Figure 1. A small window of the routed layout (run 1).
Window x 14 to 39, y 9 to 34 um. Cells in grey, sequential cells in the stronger grey; small squares are vias.
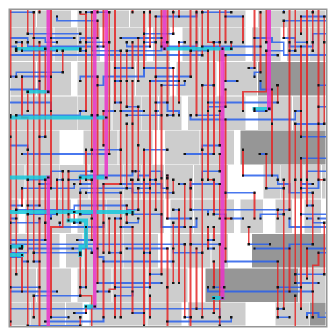
Figure 2. Register map, names as in the netlist (run 1).
(4 px per um) Other sequential cells in the stronger grey, the rest of the logic in the fainter grey.
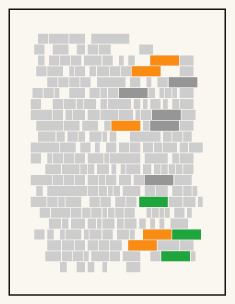
Figure 3. Gate-type map (run 1).
(4 px per um)
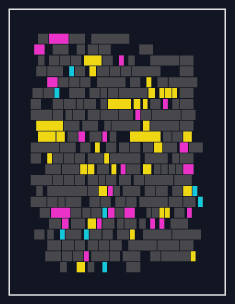
Figure 4. I/O pins on the die edge (run 1).
(6 px per um) Pins as bars across the die edge, other pins in grey.
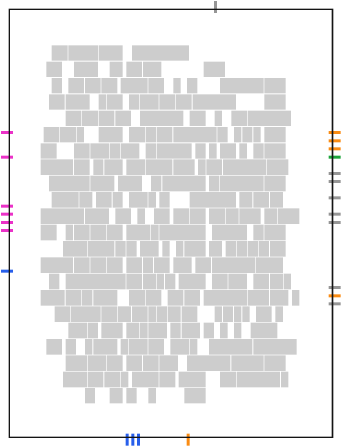
### config.mk
export PLATFORM = sky130hd
export DESIGN_NAME = alu_ctrl_seq
export DESIGN_NICKNAME = d
export VERILOG_FILES = /design/src/rtl/alu_pkg.sv /design/src/rtl/alu_ctrl_decode.sv /design/src/rtl/alu_ctrl_seq.sv
export SDC_FILE = /design/constraint.sdc
export NUM_CORES = 1
export LEC_CHECK = 0
export CORE_ASPECT_RATIO = 1.4
export CORE_MARGIN = 5
export CORE_UTILIZATION = 46
export CTS_CLUSTER_SIZE = 25
export DETAILED_ROUTE_END_ITERATION = 10
export HOLD_SLACK_MARGIN = 0.05
export PLACE_DENSITY = 0.84
export SYNTH_ARGS = -nofsm -noshare
export SYNTH_HDL_FRONTEND = slang
export SYNTH_SLANG_ARGS = --single-unit
### constraint.sdc
create_clock -name Clk -period 2.1 [get_ports Clk]
set_clock_uncertainty 0.1 [all_clocks]
set_input_delay 0.42 -clock Clk [delete_from_list [all_inputs] [get_ports Clk]]
set_output_delay 0.42 -clock Clk [all_outputs]
set_load 0.005 [all_outputs]
### src/rtl/alu_pkg.sv
// Shared ALU encodings: AluOp classes, funct fields and ALU control codes.
// The ALU, the main controller and the EX-stage control sequencer all import this.
package alu_pkg;

    // AluOp classes driven by the main controller
    localparam logic [3:0] DC       = 4'b0000;
    localparam logic [3:0] ADDI_OP  = 4'b0001;
    localparam logic [3:0] SUBI_OP  = 4'b0010;
    localparam logic [3:0] ORI_OP   = 4'b0011;
    localparam logic [3:0] ANDI_OP  = 4'b0100;
    localparam logic [3:0] XORI_OP  = 4'b0101;
    localparam logic [3:0] NORI_OP  = 4'b0110;
    localparam logic [3:0] ADDIU_OP = 4'b0111;
    localparam logic [3:0] BR_OP    = 4'b1000;
    localparam logic [3:0] MULI_OP  = 4'b1001;
    localparam logic [3:0] SLTI_OP  = 4'b1010;
    localparam logic [3:0] SLTIU_OP = 4'b1011;
    localparam logic [3:0] MUL_OP   = 4'b1100;

    // R-type funct fields
    localparam logic [5:0] FC_SLL     = 6'b000000;
    localparam logic [5:0] FC_SRL     = 6'b000010;
    localparam logic [5:0] FC_SRA     = 6'b000011;
    localparam logic [5:0] FC_SLLV    = 6'b000100;
    localparam logic [5:0] FC_ROTRV   = 6'b000110;
    localparam logic [5:0] FC_SRAV    = 6'b000111;
    localparam logic [5:0] FC_MOVZ    = 6'b001010;
    localparam logic [5:0] FC_MOVN    = 6'b001011;
    localparam logic [5:0] FC_MULT    = 6'b011000;
    localparam logic [5:0] FC_MULTU   = 6'b011001;
    localparam logic [5:0] FC_ADD     = 6'b100000;
    localparam logic [5:0] FC_SEH_SEB = 6'b100000;
    localparam logic [5:0] FC_ADDU    = 6'b100001;
    localparam logic [5:0] FC_SUB     = 6'b100010;
    localparam logic [5:0] FC_AND     = 6'b100100;
    localparam logic [5:0] FC_OR      = 6'b100101;
    localparam logic [5:0] FC_XOR     = 6'b100110;
    localparam logic [5:0] FC_NOR     = 6'b100111;
    localparam logic [5:0] FC_SLT     = 6'b101010;
    localparam logic [5:0] FC_SLTU    = 6'b101011;
    // SPECIAL2 funct fields (AluOp MUL_OP)
    localparam logic [5:0] FC_MADD    = 6'b000000;
    localparam logic [5:0] FC_MUL     = 6'b000010;
    localparam logic [5:0] FC_MSUB    = 6'b000100;

    // ALU control codes
    localparam logic [4:0] ADD      = 5'b00000;
    localparam logic [4:0] ADDU     = 5'b00001;
    localparam logic [4:0] SUB      = 5'b00010;
    localparam logic [4:0] MULT     = 5'b00011;
    localparam logic [4:0] MULTU    = 5'b00100;
    localparam logic [4:0] AND      = 5'b00101;
    localparam logic [4:0] OR       = 5'b00110;
    localparam logic [4:0] NOR      = 5'b00111;
    localparam logic [4:0] XOR      = 5'b01000;
    localparam logic [4:0] SLL      = 5'b01001;
    localparam logic [4:0] SRL      = 5'b01010;
    localparam logic [4:0] SLLV     = 5'b01011;
    localparam logic [4:0] SLT      = 5'b01100;
    localparam logic [4:0] MOVN     = 5'b01101;
    localparam logic [4:0] MOVZ     = 5'b01110;
    localparam logic [4:0] ROTRV    = 5'b01111;
    localparam logic [4:0] SRA      = 5'b10000;
    localparam logic [4:0] SRAV     = 5'b10001;
    localparam logic [4:0] SLTU     = 5'b10010;
    localparam logic [4:0] MUL      = 5'b10011;
    localparam logic [4:0] MADD     = 5'b10100;
    localparam logic [4:0] MSUB     = 5'b10101;
    localparam logic [4:0] SEH_SEB  = 5'b00000;

    function automatic logic is_mul_class(input logic [4:0] code);
        return (code == MULT) || (code == MULTU) || (code == MUL) ||
               (code == MADD) || (code == MSUB);
    endfunction

endpackage

### src/rtl/alu_ctrl_decode.sv
// Combinational {AluOp, Funct} -> ALU control code decoder with illegal flag.
// Undefined combinations decode to ADD with illegal set.
module alu_ctrl_decode
    import alu_pkg::*;
#(
    parameter int AOP_W = 4
) (
    input  logic [AOP_W-1:0] AluOp,
    input  logic [5:0]       Funct,
    output logic [4:0]       code,
    output logic             illegal
);

    always_comb begin
        code    = ADD;
        illegal = 1'b0;
        case (AluOp)
            AOP_W'(DC): begin
                // seh/seb share funct 100000 with add; AluOp tells them apart upstream
                case (Funct)
                    FC_ADD:   code = ADD;
                    FC_ADDU:  code = ADDU;
                    FC_SUB:   code = SUB;
                    FC_MULT:  code = MULT;
                    FC_MULTU: code = MULTU;
                    FC_AND:   code = AND;
                    FC_OR:    code = OR;
                    FC_NOR:   code = NOR;
                    FC_XOR:   code = XOR;
                    FC_SLL:   code = SLL;
                    FC_SRL:   code = SRL;
                    FC_SLLV:  code = SLLV;
                    FC_SLT:   code = SLT;
                    FC_MOVN:  code = MOVN;
                    FC_MOVZ:  code = MOVZ;
                    FC_ROTRV: code = ROTRV;
                    FC_SRA:   code = SRA;
                    FC_SRAV:  code = SRAV;
                    FC_SLTU:  code = SLTU;
                    default:  illegal = 1'b1;
                endcase
            end
            AOP_W'(ADDI_OP):  code = ADD;
            AOP_W'(SUBI_OP):  code = SUB;
            AOP_W'(ORI_OP):   code = OR;
            AOP_W'(ANDI_OP):  code = AND;
            AOP_W'(XORI_OP):  code = XOR;
            AOP_W'(NORI_OP):  code = NOR;
            AOP_W'(ADDIU_OP): code = ADDU;
            AOP_W'(BR_OP):    code = SUB;
            AOP_W'(MULI_OP):  code = MULT;
            AOP_W'(SLTI_OP):  code = SLT;
            AOP_W'(SLTIU_OP): code = SLTU;
            AOP_W'(MUL_OP): begin
                case (Funct)
                    FC_MUL:  code = MUL;
                    FC_MADD: code = MADD;
                    FC_MSUB: code = MSUB;
                    default: illegal = 1'b1;
                endcase
            end
            default: illegal = 1'b1;
        endcase
    end

endmodule

### src/rtl/alu_ctrl_seq.sv
// EX-stage ALU control sequencer: registered decode plus a latency counter
// that holds the stage busy for multiply-class ops and pulses HiLoWrite at the end.
module alu_ctrl_seq
    import alu_pkg::*;
#(
    parameter int CTRL_W  = 5,
    parameter int AOP_W   = 4,
    parameter int MUL_LAT = 4
) (
    input  logic              Clk,
    input  logic              Rst,
    input  logic              Valid_In,
    input  logic [AOP_W-1:0]  AluOp,
    input  logic [5:0]        Funct,
    input  logic              Stall_In,
    output logic              Ready_Out,
    output logic              Valid_Out,
    output logic [CTRL_W-1:0] ALUControl,
    output logic              MulBusy,
    output logic              HiLoWrite,
    output logic              Illegal
);

    localparam int CNT_W = $clog2(MUL_LAT + 1);

    typedef enum logic {IDLE, MUL_BUSY} state_t;

    state_t           state;
    logic [CNT_W-1:0] cnt;
    logic [4:0]       code_p0;
    logic [4:0]       dec_code;
    logic             dec_ill;
    logic             accept;

    alu_ctrl_decode #(.AOP_W(AOP_W)) u_decode (
        .AluOp   (AluOp),
        .Funct   (Funct),
        .code    (dec_code),
        .illegal (dec_ill)
    );

    assign Ready_Out  = (state == IDLE) && !Stall_In;
    assign accept     = Valid_In && Ready_Out;
    assign ALUControl = CTRL_W'(code_p0);

    // decode -> p0 register stage
    always_ff @(posedge Clk) begin
        if (Rst) begin
            state     <= IDLE;
            cnt       <= '0;
            code_p0   <= ADD;
            Valid_Out <= 1'b0;
            MulBusy   <= 1'b0;
            HiLoWrite <= 1'b0;
            Illegal   <= 1'b0;
        end else if (!Stall_In) begin
            case (state)
                IDLE: begin
                    if (accept) begin
                        code_p0 <= dec_code;
                        Illegal <= dec_ill;
                        if (is_mul_class(dec_code) && MUL_LAT > 1) begin
                            state     <= MUL_BUSY;
                            cnt       <= CNT_W'(MUL_LAT - 1);
                            MulBusy   <= 1'b1;
                            Valid_Out <= 1'b0;
                            HiLoWrite <= 1'b0;
                        end else begin
                            MulBusy   <= 1'b0;
                            Valid_Out <= 1'b1;
                            HiLoWrite <= is_mul_class(dec_code) && (dec_code != MUL);
                        end
                    end else begin
                        MulBusy   <= 1'b0;
                        Valid_Out <= 1'b0;
                        HiLoWrite <= 1'b0;
                    end
                end
                MUL_BUSY: begin
                    cnt <= cnt - 1'b1;
                    // MulBusy stays high through the completion cycle; IDLE clears it
                    if (cnt == CNT_W'(1)) begin
                        state     <= IDLE;
                        Valid_Out <= 1'b1;
                        HiLoWrite <= (code_p0 != MUL);
                    end else begin
                        Valid_Out <= 1'b0;
                        HiLoWrite <= 1'b0;
                    end
                end
                default: state <= IDLE;
            endcase
        end
    end

endmodule

==> run summary, run 1 <==
Here are the numbers from the latest Yosys + OpenROAD run.

The flow ran to the end, but the final reports show violations. The final reports fail on negative setup slack. The final layout report lists a non-clock buffer count of 77. The internal portion of the total power is 508 uW. The data arrival time at the worst-slack endpoint is 2.23 ns.

The highest clock rate is 0.468 GHz. After routing the design area is 2020 um2. Ranked by instance count, the synthesized netlist is headed by nor2_1 (14), a21oi_1 (13), dfxtp_1 (13).

The cell at the slowest stage of the critical path is a2111oi_4. The clock latency of the later-clocked register in the worst-skew pair came out at 0.28 ns. The setup slack of the most critical reg-to-reg path is 0.51 ns.

The CTS log lists the clock sinks for this run as 13. The filler cell count is 189. The post-layout worst setup margin is -0.0360 ns. For this run, global-route usage on met2 was measured as 0.428. The count of buffering cells on the critical path with inverters included is 2. The fraction of the mapped netlist area in compound gates is 0.312. The data required time reported for the critical path is 2.19 ns. Of the total standard cell area in the layout, the sequential portion is 0.129. The power drawn by the sequential cells came out at 267 uW.

The cell count after synthesis is 159. In the final report, the number of hold violations comes to 0. The routed via count divided by cell count came out at 5.79.

The number of DRC violations after detailed-routing iteration 0 is 22. Of the combinational cells, the family taking the most area is simple AND/OR/NAND/NOR gates. The logic gate share of total power came out at 0.439. The largest driver fanout on the critical path came out at 6. The H-tree depth reported by CTS came out at 1. The total of cells resized after clock tree synthesis is 55.

The count of unresolved DRC violations after routing is 0. The global-route usage over all layers is 0.221. The peak supply drop is 0.211 mV. The die extent in x is 53.6 um. The layout has 4 clock buffers. The max-slew violation total from the final report came out at 0.

Hold analysis lists the worst path endpoint as ALUControl[0]. The TritonCTS clock tree is yes. Of the cells placed in the final design, the portion with a size suffix greater than 1 is 0.437. The synthesis report names the predominant flop master as dfxtp_1.

The cell area power density came out at 372 nW/um2. The final setup TNS came out at -0.110 ns. The non-clock inverter instance count of the final layout came out at 8. The final-layout clock-cell area share is 0.0130. The buffering overhead came out at 0.318. The final number of setup-violating endpoints came out at 5.

The number of nets in the synthesized netlist came out at 175. The final report lists a non-filler cell total of 265. The placeable core region is 2590 um2.

For reference, the critical path cell chain is buf_8 > nand3b_1 > a2111oi_4 > or3_4 > a22oi_2 > buf_4 > nor4_4 > o21ai_4 > a221oi_2. The final antenna diode count is 0. By startpoint and endpoint, the worst setup path is classified as input port to flop. The mux share of post-synthesis cell area came out at 0.

The total tool warning count came out at 30. The design draws 751 uW. The register clock-pin slew on the reported worst setup and hold paths came out at 0.07 ns. The cell area after synthesis came out at 1230 um2. The most critical setup path has its startpoint at Funct[2].

The clock passes through at most 2 buffers. The synthesized area per cell is 7.71 um2. The first TritonRoute pass finished after 4 iterations. The number of tap instances is 36. Per STA, the highest per-stage delay on the worst path measures 0.34 ns.
About Figure 1:
- metal 1: blue
- metal 4: magenta
- metal 2: red
- metal 3: cyan
- netlist names of flops here include: `ALUControl` (2)
- cells with their middle in the window: 71
- most frequent: buf_4 (18), nand2_1 (6), a21oi_1 (6)
- sequential cells in the window: 4

About Figure 2:
- `cnt`: green (sequential cells 3)
- `ALUControl`: orange (sequential cells 5)

About Figure 3:
- NOR gates: yellow (cells 32)
- inverters: cyan (cells 8)
- NAND gates: magenta (cells 21)

About Figure 4:
- `HiLoWrite`: green (pins 1; direction output; edge east)
- `Funct`: magenta (pins 6; direction input; edge west)
- `AluOp`: blue (pins 4; direction input; edge 3 south, 1 west)
- `ALUControl`: orange (pins 5; direction output; edge 4 east, 1 south)

==> run 1 -> run 2 <==
--- a/config.mk
+++ b/config.mk
@@ -12,6 +12,7 @@
 export DETAILED_ROUTE_END_ITERATION = 10
 export HOLD_SLACK_MARGIN = 0.05
 export PLACE_DENSITY = 0.84
+export SLEW_MARGIN = 15
 export SYNTH_ARGS = -nofsm -noshare
 export SYNTH_HDL_FRONTEND = slang
 export SYNTH_SLANG_ARGS = --single-unit
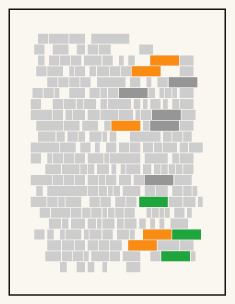
Figure 5: run 2, register map, names as in the netlist.
(4 px per um) Other sequential cells in the stronger grey, the rest of the logic in the fainter grey.
- `ALUControl`: orange (sequential cells 5)
- `cnt`: green (sequential cells 3)
- not coloured: 5

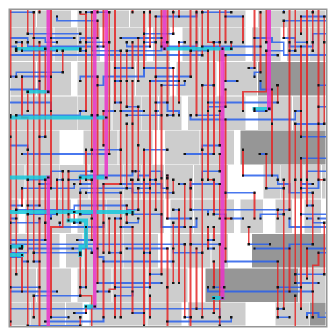
Figure 6: run 2, a small window of the routed layout.
Window x 14 to 39, y 9 to 34 um. Cells in grey, sequential cells in the stronger grey; small squares are vias.
- metal 4: magenta
- metal 3: cyan
- metal 2: red
- metal 1: blue
- most frequent: buf_4 (18), nand2_1 (6), a21oi_1 (6)
- netlist names of flops here include: `ALUControl` (2)
- sequential cells in the window: 4
- cells with their middle in the window: 71

==> run 2 against run 1 <==
Sequential cell count did not move; worst hold slack did not move; first-iteration DRC count did not move; the run still ends with negative setup slack left; final area did not move; clock power barely moved; global-route usage did not move; setup slack did not move.
==> run summary, run 2 <==
Here are the numbers from the latest Yosys + OpenROAD run.

Result of the run: finished with violations (unchanged). Failing checks: negative setup slack (unchanged). The area share of the largest cell type after synthesis is 0.212 (unchanged). The largest driver fanout on the critical path is 6 (unchanged). The share of layout cells above drive strength 1 was 0.437 (unchanged). The number of buffers outside the clock class in the layout came out at 77 (unchanged). The final number of setup-violating endpoints was 5 (unchanged). The switching component of the power is 243 uW (unchanged). The length of routed met2 wiring came out at 2430 um (unchanged). The number of sinks on the clock net came out at 13 (unchanged). The number of tap instances came to 36 (unchanged).

The total of cells resized after clock tree synthesis is 55 (unchanged). The final critical path time including I/O delays and setup is 2.14 ns (unchanged). The remaining antenna violation count after routing was 0 (unchanged). The total tool warning count is 30 (unchanged).

The die area came out at 3810 um2 (unchanged). The share of total power in sequential cells is 0.356 (about the same). The logic share of the area came out at 0.502 (unchanged). The timing endpoint of the critical path is cnt[1] (unchanged). The cell area power density came out at 372 nW/um2 (unchanged). The area used by multi-input combinational logic came out at 1010 um2 (unchanged). The synthesized area per cell came out at 7.71 um2 (unchanged).

The largest net degree at the start of global routing is 14 (unchanged). The total stage count of the critical path is 9 (unchanged). The final setup TNS came to -0.110 ns (unchanged). The mux share of post-synthesis cell area is 0 (unchanged).

The count of buffering cells on the critical path with inverters included came out at 2 (unchanged). The setup slack of the most critical reg-to-reg path is 0.51 ns (about the same). The heaviest power group is combinational cells (unchanged). The area growth from synthesis to layout was 64.7% (unchanged).

The kind of cell adding the most delay to the critical path was AND-OR/OR-AND gates (unchanged). The via count came to 1534 (unchanged). The count of hold-fix buffers inserted at cts was 0 (unchanged).

The cell area after synthesis is 1230 um2 (unchanged). The detailed-router iteration count before antenna repair is 4 (unchanged). Cells along the critical path: buf_8 > nand3b_1 > a2111oi_4 > or3_4 > a22oi_2 > buf_4 > nor4_4 > o21ai_4 > a221oi_2 (unchanged).

The switching part of the total power came to 0.324 (unchanged). The library cell occupying the most area in the post-synthesis netlist is dfxtp_1 (unchanged). The peak supply drop came out at 0.211 mV (unchanged). The endpoint of the worst register-to-register path is Valid_Out (unchanged). Largest cells by area after synthesis: dfxtp_1 (21%), a21oi_1 (5.3%), nor2_1 (4.3%) (unchanged).

The number of buffers on the longest clock path came out at 2 (unchanged). The power drawn by the clock network came to 154 uW (about the same). The CTS root buffer was clkbuf_4 (unchanged).

The non-filler instance count after layout was 265 (unchanged). The detailed-route wire length per cell is 16.1 um (unchanged). The number of nets in the synthesized netlist came to 175 (unchanged). The fraction of met3 tracks used by global routing was 0.0274 (unchanged). The routed via count divided by cell count is 5.79 (unchanged). The most numerous logic cell after layout is buf_4 (unchanged). The kind of end point of the critical path is a flop (unchanged).

The total area of sequential cells was 260 um2 (unchanged). The overall die height is 71.1 um (unchanged). The post-synthesis cell type with the largest instance count was nor2_1 (unchanged). The tally of buffers added on design ports came out at 23 (unchanged).

The sequential fraction of total cell area came out at 0.129 (unchanged). The placer's final routability congestion estimate came out at 0.895 (unchanged). The clock share of power is 0.205 (about the same). The area of placed instances is 1770 um2 (unchanged). The net count of the finished layout came out at 246 (unchanged).

The count of distinct cell types in the synthesized netlist came out at 57 (unchanged). The global-route wire length before repair was 6440 um (unchanged). The number of maximum-capacitance violations came out at 0 (unchanged). The H-tree depth reported by CTS came to 1 (unchanged).

The startpoint of the worst setup timing path was Funct[2] (unchanged). The count of unresolved DRC violations after routing came out at 0 (unchanged). The async set-or-reset flop fraction in the synthesized netlist came to 0 (unchanged). The xor/xnor cell area share of the yosys netlist came out at 0.0500 (unchanged). The cell row count is 22 (unchanged). The critical path required time is 2.19 ns (about the same). The count of final hold-check violations was 0 (unchanged).

The cell count after synthesis is 159 (unchanged). The max-slew violation total from the final report came out at 0 (unchanged). The total of warnings raised by yosys came out at 0 (unchanged). The uppermost signal routing layer after detailed routing was met4 (unchanged). The data arrival time at the worst-slack endpoint is 2.23 ns (about the same). The layout sequential cell count is 13 (unchanged). The setup slack after placement came to -0.837 ns (unchanged). The post-synth area from yosys stat came out at 1230 um2 (unchanged). The post-synthesis cell count from yosys is 159 (unchanged). The flip-flop count of the largest register after layout was 5 (unchanged). The routed wire length is 4260 um (unchanged). The standby leakage power came out at 0.823 nW (unchanged).

The most frequently used flop master after synthesis was dfxtp_1 (unchanged). The global-route usage over all layers is 0.221 (unchanged). The buffering overhead is 0.318 (unchanged). The total power consumption of the routed design was 751 uW (unchanged). The startpoint type of the worst setup path is an input port (unchanged). Unrepaired setup endpoints after global routing: yes (unchanged). The post-layout worst setup margin is -0.0360 ns (unchanged).

The overflow left after global routing came out at 0 (unchanged). The global routing usage on met2 is 0.428 (unchanged). The number of DRC violations after detailed-routing iteration 0 is 22 (unchanged).

The combinational family with the most area after synthesis is simple AND/OR/NAND/NOR gates (unchanged). The combinational-cell power consumption came to 330 uW (about the same). The clock latency of the later-clocked register in the worst-skew pair came out at 0.28 ns (about the same). The multi-input logic cell count is 127 (unchanged). The highest cell delay on the worst timing path came out at 0.34 ns (about the same).

The kind of critical path is input port to flop (unchanged). The final antenna diode count came to 0 (unchanged). The fraction of the mapped netlist area in compound gates is 0.312 (unchanged). The highest clock rate is 0.468 GHz (unchanged). The area fraction in full adders, half adders and majority gates came out at 0.0204 (unchanged). The die extent in x is 53.6 um (unchanged).

The fraction of the mapped netlist area in simple logic gates is 0.319 (unchanged). The global routing met1 resource utilization came to 0.206 (unchanged). The worst-case reg-to-reg path depth is 8 (unchanged). The internal power of the cells came out at 508 uW (unchanged). The worst hold slack across all endpoints came to 0.383 ns (unchanged). The type of the worst min-delay path is flop to flop (unchanged). The non-clock inverter instance count of the final layout is 8 (unchanged).

The filler cell count came out at 189 (unchanged). The cell at the slowest stage of the critical path is a2111oi_4 (unchanged). The detailed placement HPWL came out at 3140 um (unchanged). The number of stages on the worst hold path was 2 (unchanged). The logic gate share of total power came out at 0.439 (about the same). The power drawn by the sequential cells came out at 267 uW (about the same). The biggest area consumer among cell classes is logic gates (unchanged). The initial standard-cell utilization of the core is 0.474 (unchanged). The finished layout cell area is 2020 um2 (unchanged). Leading cell types by count after synthesis: nor2_1 (14), a21oi_1 (13), dfxtp_1 (13) (unchanged).

The via count of the first global-routing pass is 1494 (unchanged). The worst hold path endpoint is ALUControl[0] (unchanged). The sequential area share after synthesis came out at 0.212 (unchanged). The launch instance of the worst min-delay path was ALUControl[0] (unchanged). The register clock-pin slew on the reported worst setup and hold paths is 0.07 ns (about the same).

The TritonCTS clock tree is yes (unchanged). The met1 wire length came to 1430 um (unchanged). Top cells excl fill/tap: buf_4 (51), dfxtp_1 (13), clkdlybuf4s50_1 (13) (unchanged). The cell count after placement is 251 (unchanged). The number of I/O pins came out at 24 (unchanged).

The number of clock buffer instances in the layout is 4 (unchanged). The final-layout clock-cell area share came out at 0.0130 (unchanged). The placeable core region is 2590 um2 (unchanged).
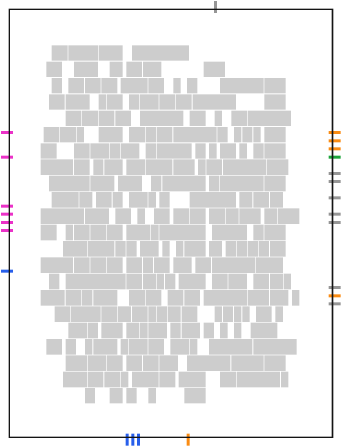
Figure 7: run 2, I/O pins on the die edge.
(6 px per um) Pins as bars across the die edge, other pins in grey.
- `Funct`: magenta (pins 6; direction input; edge west)
- `ALUControl`: orange (pins 5; direction output; edge 4 east, 1 south)
- `AluOp`: blue (pins 4; direction input; edge 3 south, 1 west)
- `HiLoWrite`: green (pins 1; direction output; edge east)

Power and IR drop assume default switching activity.
